**src/rtl/y_serializer.sv**
```systemverilog
// Parallel-in, serial-out result buffer: captures a vector in one cycle and streams it on valid/ready.
// Optional Y_SERIALIZER_LAST_EN adds m_last, marking the final word of each vector.
module y_serializer #(
  parameter int unsigned WIDTH   = 16,
  parameter int unsigned SIZE    = 64,
  parameter int unsigned LOGSIZE = 6
) (
  input  logic                    clk,
  input  logic                    reset_n,
  input  logic signed [WIDTH-1:0] data_in [SIZE-1:0],
  input  logic [LOGSIZE:0]        load_count,
  input  logic                    load_valid,
  output logic                    load_ready,
  output logic signed [WIDTH-1:0] m_data,
  output logic                    m_valid,
  input  logic                    m_ready
`ifdef Y_SERIALIZER_LAST_EN
  ,
  output logic                    m_last
`endif
);

  typedef enum logic [0:0] {StIdle, StSend} state_e;

  localparam logic [LOGSIZE:0] SizeCnt = (LOGSIZE+1)'(SIZE);
  localparam logic [LOGSIZE:0] CntOne  = (LOGSIZE+1)'(1);

  state_e                  state_q, state_d;
  logic signed [WIDTH-1:0] buf_q [SIZE-1:0];
  logic signed [WIDTH-1:0] buf_d [SIZE-1:0];
  logic [LOGSIZE:0]        remaining_q, remaining_d;
  logic signed [WIDTH-1:0] m_data_q, m_data_d;
  logic                    m_valid_q, m_valid_d;
  logic                    transfer, last_xfer, load, load_ok;

  assign transfer   = m_valid_q && m_ready;
  assign last_xfer  = transfer && (remaining_q == CntOne);
  // Final-word transfer reopens the input so the next vector follows with no bubble.
  assign load_ready = reset_n && ((state_q == StIdle) || last_xfer);
  assign load       = load_valid && load_ready;
  assign load_ok    = (load_count != '0) && (load_count <= SizeCnt);

  always_comb begin
    state_d     = state_q;
    buf_d       = buf_q;
    remaining_d = remaining_q;
    m_data_d    = m_data_q;
    m_valid_d   = m_valid_q;
    if (load && load_ok) begin
      buf_d       = data_in;
      remaining_d = load_count;
      m_data_d    = data_in[0];
      m_valid_d   = 1'b1;
      state_d     = StSend;
    end else if (transfer) begin
      // Invalid loads fall through here, so an end-of-stream one still drains to idle.
      for (int i = 0; i < int'(SIZE) - 1; i++) begin
        buf_d[i] = buf_q[i+1];
      end
      buf_d[SIZE-1] = '0;
      if (remaining_q == CntOne) begin
        remaining_d = '0;
        m_data_d    = '0;
        m_valid_d   = 1'b0;
        state_d     = StIdle;
      end else begin
        remaining_d = remaining_q - CntOne;
        m_data_d    = buf_d[0];
      end
    end
  end

  always_ff @(posedge clk or negedge reset_n) begin
    if (!reset_n) begin
      state_q     <= StIdle;
      remaining_q <= '0;
      m_data_q    <= '0;
      m_valid_q   <= 1'b0;
      for (int i = 0; i < int'(SIZE); i++) begin
        buf_q[i] <= '0;
      end
    end else begin
      state_q     <= state_d;
      buf_q       <= buf_d;
      remaining_q <= remaining_d;
      m_data_q    <= m_data_d;
      m_valid_q   <= m_valid_d;
    end
  end

  assign m_data  = m_data_q;
  assign m_valid = m_valid_q;

`ifdef Y_SERIALIZER_LAST_EN
  logic m_last_q;

  always_ff @(posedge clk or negedge reset_n) begin
    if (!reset_n) begin
      m_last_q <= 1'b0;
    end else begin
      m_last_q <= m_valid_d && (remaining_d == CntOne);
    end
  end

  assign m_last = m_last_q;
`endif

endmodule

```
**config.mk**
```make
export PLATFORM = sky130hd
export DESIGN_NAME = y_serializer
export DESIGN_NICKNAME = d
export VERILOG_FILES = /design/src/rtl/y_serializer.sv
export SDC_FILE = /design/constraint.sdc
export NUM_CORES = 2
export LEC_CHECK = 0
export CORE_AREA = 2 2 416 418
export CTS_CLUSTER_SIZE = 12
export DETAILED_ROUTE_END_ITERATION = 7
export DIE_AREA = 0 0 418 420
export SYNTH_ARGS = -nofsm -noshare
export SYNTH_HDL_FRONTEND = slang
export SYNTH_SLANG_ARGS = --single-unit
```
**constraint.sdc**
```tcl
create_clock -name clk -period 3.3 [get_ports clk]
set_input_delay 0.495 -clock clk [delete_from_list [all_inputs] [get_ports clk]]
set_output_delay 0.495 -clock clk [all_outputs]
set_load 0.01 [all_outputs]
```
Congestion heat map:
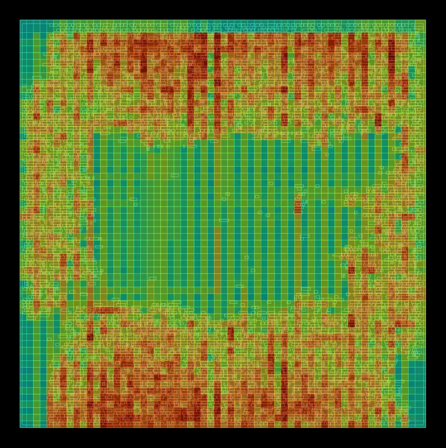
DR WL/cell: 22.20 microns
met2 usage: 36.82%

Cell density map:
The die is cut into 21 by 21 equal tiles; black is low, pale yellow is high, 0 to 100% covered.
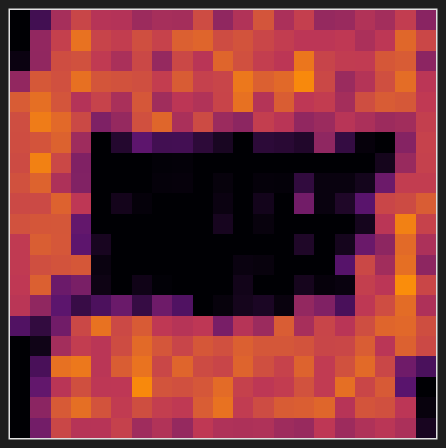
- fullest tile: 75%
- mean over tiles: 37%
- emptiest ninth of the die: centre
- nearly empty tiles: 19%
core area: 0.1710 sq mm
final core utilization: 40.04%
Initial Util: 29.60%

==> summary.txt <==
run metrics: outcome finished, final reports clean, vias in the first global route 41,460, CP max stage cell clkdlybuf4s50_1, final worst-path cycle share 94.09%, type of the tightest min-delay check in -> async, Mapped Area 0.05060 sq mm, Max-Cap Viols 0, DR top layer met5, Detail Route Antenna Nets 0, placed inst area 0.06414 sq mm, cell area power density 761.0 mW/mm^2, Slew headroom 19.25%, CTS tree yes, setup skew after layout 0.02512 ns, H-tree depth 3, Post-Place Setup Slack -0.04305 ns, Fmax 322.1 MHz, hold_ws 0.2329 ns, router iterations before antenna repair 5, Top cell excl fill/tap nand2_1, Slew Limit Fails 0, crit-path max FO 9, die y size 420 microns, GRT overflow 0, CP Cell Sequence nor4_4 > a41o_2 > and2_1 > clkdlybuf4s50_1, Setup TNS Final 0 ns, Yosys chip area 0.05060 sq mm, layout cells sized above 1 5.164%, Mapped Cells 5,487, main flop type dfrtp_1, Via density 4.646, # Cells Yosys 5,487, WL met2 98,470 microns
Placed cells, one colour a class:
The bar under the picture is 100 microns long. Fill, decap, tap and diode cells in grey.
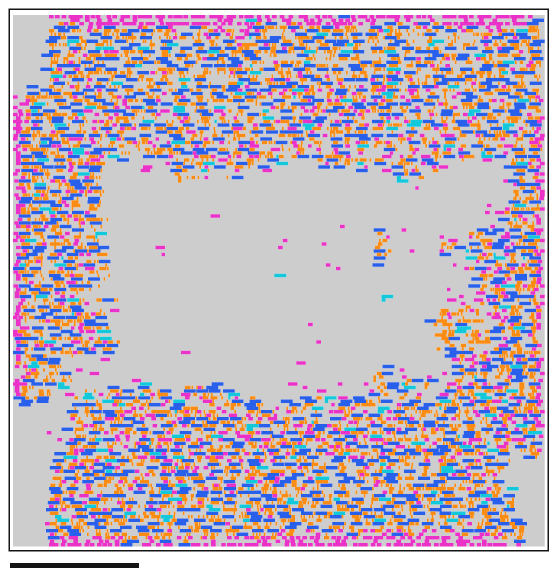
- sequential cells: blue (cells 1,032; share of their area 39%)
- remaining buffers and delay cells: magenta (cells 1,183; share of their area 19%)
- clock drivers and dummy loads: cyan (cells 217; share of their area 6.3%)
- combinational and other logic: orange (cells 4,113; share of their area 36%)
cell row count: 152
final instance area: 0.06846 sq mm
fraction of area in registers: 37.72%

Wiring by layer:
The bar under the picture is 100 microns long. Two of the layers only.
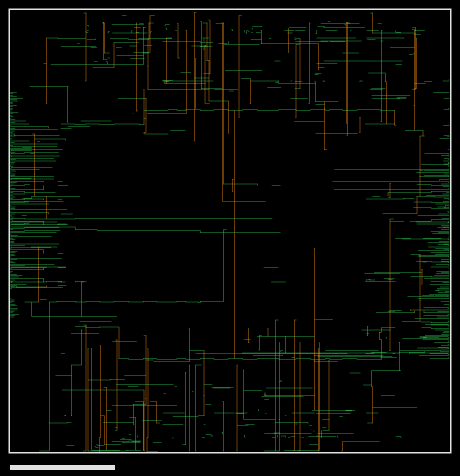
- metal 3: green (wire length 11,400 microns)
- metal 4: orange (wire length 6,050 microns)
Vias: 41,100
DRT Wirelength: 196,400 microns
gr usage total: 21.73%

stage by stage:
| step | power [uW] | util, % | cells |
|---|---|---|---|
| 2_1_floorplan | 31850 | - | 5487 |
| 3_3_place_gp | 37720 | 37.51 | 8559 |
| 3_5_place_dp | 38350 | 37.51 | 8559 |
| 4_1_cts | 52620 | 39.94 | 8778 |
| 5_1_grt | 55800 | 40.02 | 8830 |
| 6_report | 52100 | 40.04 | 8846 |
synth_stat cells, drive strengths merged (2+ instances only):
master | n | area [sq um]
nor2 | 4 | 15.01
a211o | 2 | 17.52
and2 | 20 | 125.1
and4 | 2 | 17.52
inv | 22 | 82.58
clkbuf | 220 | 825.8
nand3 | 4 | 20.02
a221o | 18 | 180.2
nor4 | 4 | 40.04
mux2i | 16 | 160.2
buf | 122 | 631.9
a31oi | 2 | 12.51
a21oi | 2 | 10.01
nand4 | 6 | 37.54
dfrtp | 1032 | 25820
or4 | 2 | 22.52
o21ai | 3 | 15.01
ha | 2 | 25.02
a41o | 2 | 21.27
mux2 | 993 | 11180
nand2 | 2998 | 11250
and3 | 2 | 17.52
routing by layer:
layer / vias up / GRT usage, %
met5: - / 0
met4: 36 / 8.297
met3: 289 / 5.030
met2: 1033 / 36.82
met1: 20270 / 26.73
li1: 19480 / -
timing repair:
action / CTS / global route
endpoints found under the hold margin: 38 / 0
setup endpoints to repair: 1 / 0
setup buffers: 1 / 0
hold buffers: 1 / 0
gates resized: 0 / 0
cells by family (layout without fill, tap and decap cells):
logic type	count (synthesis)	count (layout)	share of synthesized area [%]
AND-OR/OR-AND	33	33	0.5736
adder cells (fa/ha/maj)	2	2	0.04944
buffers and inverters	364	1422	3.044
flip-flops	1032	1032	51.03
multiplexers	1009	1009	22.41
other	0	68	0
AND/OR/NAND/NOR	3047	3047	22.89
path summary, 6_finish.rpt:
kind | startpoint | to | slack [ns] | cells after the start
hold reg to reg | m_data[0] | m_data[0] | 0.51 | 1
hold / removal | reset_n | remaining_q[3] | 0.23 | 2
min in group clk | data_in[1013] | buf_q[1013] | 0.26 | 3
setup / recovery | remaining_q[3] | load_ready | 0.20 | 4
max in group asynchronous | reset_n | buf_q[614] | 1.39 | 4
setup reg to reg | remaining_q[3] | buf_q[793] | 0.66 | 7
area by class of cell:
cell class              count  area (sq um)
multi-input cells        4091         23260
repair buffers           1183         12200
flip-flops and latches   1032         25820
clock inverters            34         432.9
fillers                 16920        102500
inverters                  22         82.58
well taps                2233          2794
diodes                     68         170.2
clock buffers             183          3702
registers in the layout (all words and copies together) (netlist names):
name         count
remaining_q      7
m_data          16
state_q          1
buf_q         1008
critical path: cells and delay by family (launching register included):
family	cells	cell delay, ns
and+or+nand+nor	2	0.49
DFF	1	0.47
buffers and inverters	1	0.57
AOI/OAI and AO/OA	1	0.32
power by group:
group	leakage, uW	internal, uW	total (uW)	switching (uW)
clock network	0.00205	8360	14000	5660
logic	0.0195	7700	16200	8500
registers	0.0135	18300	21900	3540
No activity file was given, so power comes from the tool's default toggle rates.
